Fig. 1: placement view
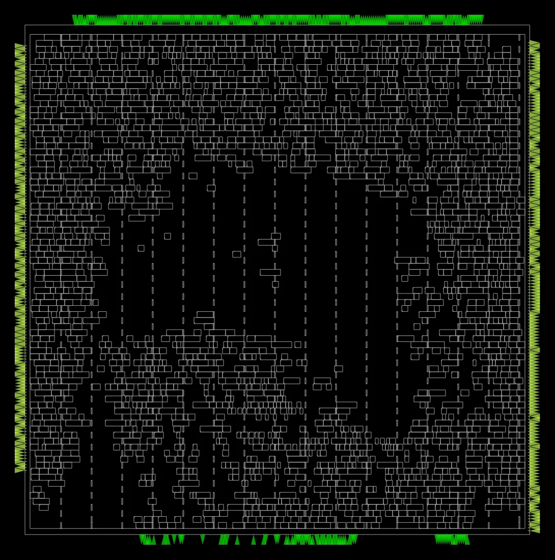
Fig. 2: where the registers sit
Scale bar: 50 um. Other sequential cells in the stronger gray, the rest of the logic in the fainter gray.
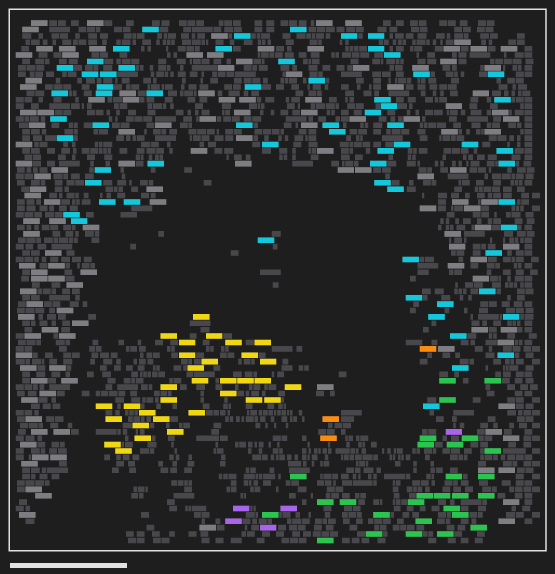
Fig. 3: wiring heat map
The die is cut into 23 by 23 equal tiles; dark blue is low, red is high, scaled to the fullest tile. Values are wire area over tile area, all layers added.
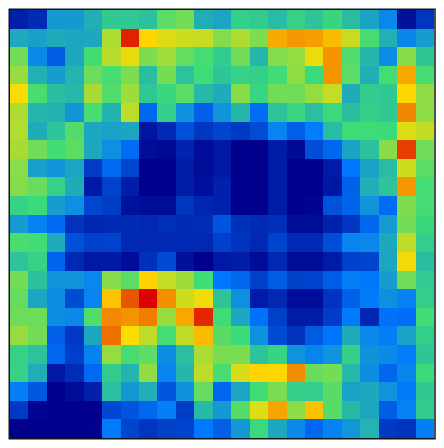
Fig. 4: sizing map
Scale bar: 50 um.
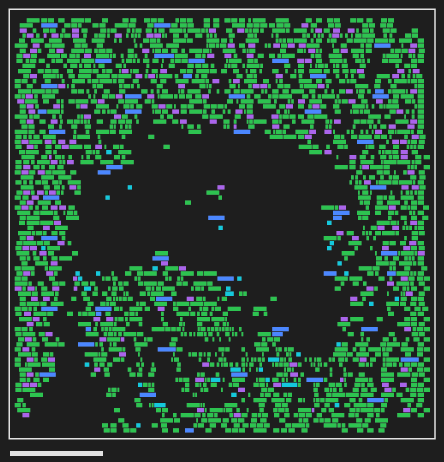
Fig. 5: clock network drawn from the DEF
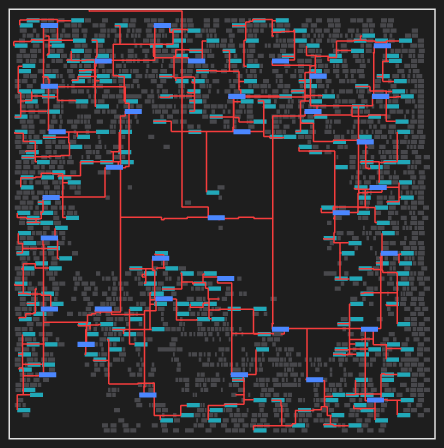
==> config.mk <==
export PLATFORM = sky130hd
export DESIGN_NAME = decode_stage
export DESIGN_NICKNAME = d
export VERILOG_FILES = /design/src/rtl/decode_stage.sv
export SDC_FILE = /design/constraint.sdc
export NUM_CORES = 1
export LEC_CHECK = 0
export CAP_MARGIN = 20
export CELL_PAD_IN_SITES_DETAIL_PLACEMENT = 0
export CELL_PAD_IN_SITES_GLOBAL_PLACEMENT = 1
export CORE_AREA = 2 2 226 228
export DETAILED_ROUTE_END_ITERATION = 8
export DIE_AREA = 0 0 228 230
export HOLD_SLACK_MARGIN = 0.06
export PLACE_DENSITY = 0.81
export SYNTH_ARGS = -nofsm -noshare
export SYNTH_HDL_FRONTEND = slang
export SYNTH_SLANG_ARGS = --single-unit
==> constraint.sdc <==
create_clock -name clk -period 8.74 [get_ports clk]
set_input_delay 0.874 -clock clk [delete_from_list [all_inputs] [get_ports clk]]
set_output_delay 0.874 -clock clk [all_outputs]
set_load 0.1 [all_outputs]
==> results.txt <==
Notes on the flow outputs.

- The flow ran to the end, and the final reports show no timing, DRC or antenna violations.
- For this run, global-route usage on met2 was measured as a little over a third.
- The number of clock buffer instances in the layout reads 51.
- The initial antenna violation count is 1.
- The H-tree was split into 2 levels.
- The total length of routed wires is approximately 60000 um.
- Per the gpl log, the routability congestion estimate is ~0.93.
- Non-clock buffering takes up 27.61% of total cell area after layout.
- The net count of the mapped netlist reads ~1900.
- Buffers inserted to repair hold after CTS numbered 0.
- The top power group reads clock.
- The relative contribution of combinational cells to total power reads a little under a fifth.
- The library cell occupying the most area in the post-synthesis netlist reads dfxtp_1.
- Ranking logic cells in the layout by count gives the top entries clkdlybuf4s50_1 (568), dfxtp_1 (264), mux2_2 (187).
- The number of sequential cells in the layout reads about 260.
- The maximum frequency from static timing analysis reads around 0.16 GHz.
- For this design, the slowest cell found on the critical path is clkdlybuf4s50_1.
- The number of antenna diodes reads 1.
- The chip area estimate from yosys synthesis reads ~15000 um^2.
- The signal arrival time at the worst endpoint reads 5.55 ns.
- The post-synthesis sequential area ratio is between 30% and 40%.
- Leaving out filler cells and counting taps, the final layout contains 2748.
- The first global-routing pass estimated approximately 90000 um of wire.
- The cell leakage power reads 8.004 nW.
- The top layer reached by signal wires is met4.
- The average instance area after synthesis reads 9.125 um^2.
- After synthesis the netlist holds a flip-flop and latch count of around 260.
- The number of endpoints failing setup at the final stage is 0.
- The slew of the pin with the lowest slew margin reads between 1 and 1.5 ns.
- The setup TNS is 0 ns.
- The highest fanout seen on the critical path reads 19.
-- Fig. 1 (at the start) --
tap cell count: 672
# rows: 82
fill cell instance count of the final layout: 4888

-- Fig. 2 (at the start) --
netlist name	color	placed flops
out_imm	green	28
out_opB	cyan	64
busy	yellow	32
out_rd	purple	5
out_class	orange	3
sequential share of cell area: 24.49%
power of the sequential group: 1.24 mW
Reg area: 5285 um^2

-- Fig. 3 (at the start) --
tiles over half the peak	28%
nearly empty tiles	5.7%
mean over tiles	0.19
fullest tile	0.53
emptiest ninth of the die	middle
vias after detailed routing: 13920
GRT Resource Usage Total: 22.27%
average wire length per cell after detail routing: 21.94 um

-- Fig. 4 (at the start) --
size	color	cells	share	most used
drive 1 or less	green	1791	86%	clkdlybuf4s50_1
drive 3 to 4	cyan	34	1.6%	buf_4
drive 2	purple	200	9.6%	mux2_2
drive 6 and up	blue	50	2.4%	clkbuf_16
count of plain and timing-repair buffers: 595
Final Cell Area: 21580 um^2
Layout area overhead: 48.18%

-- Fig. 5 (at the start) --
[clock wires] red | length: 4500 um
[cells driving clock nets] blue | count: 35
[flip-flops] cyan | count: 264
flops lie	widely spread
clock network power: 1.43 mW
Max Clock Skew: 0.02713 ns
latest clock arrival within the worst-skew pair: 0.55 ns
proportion of power drawn by the clock network: 43.4%

Power is estimated from default activity; no workload was simulated.
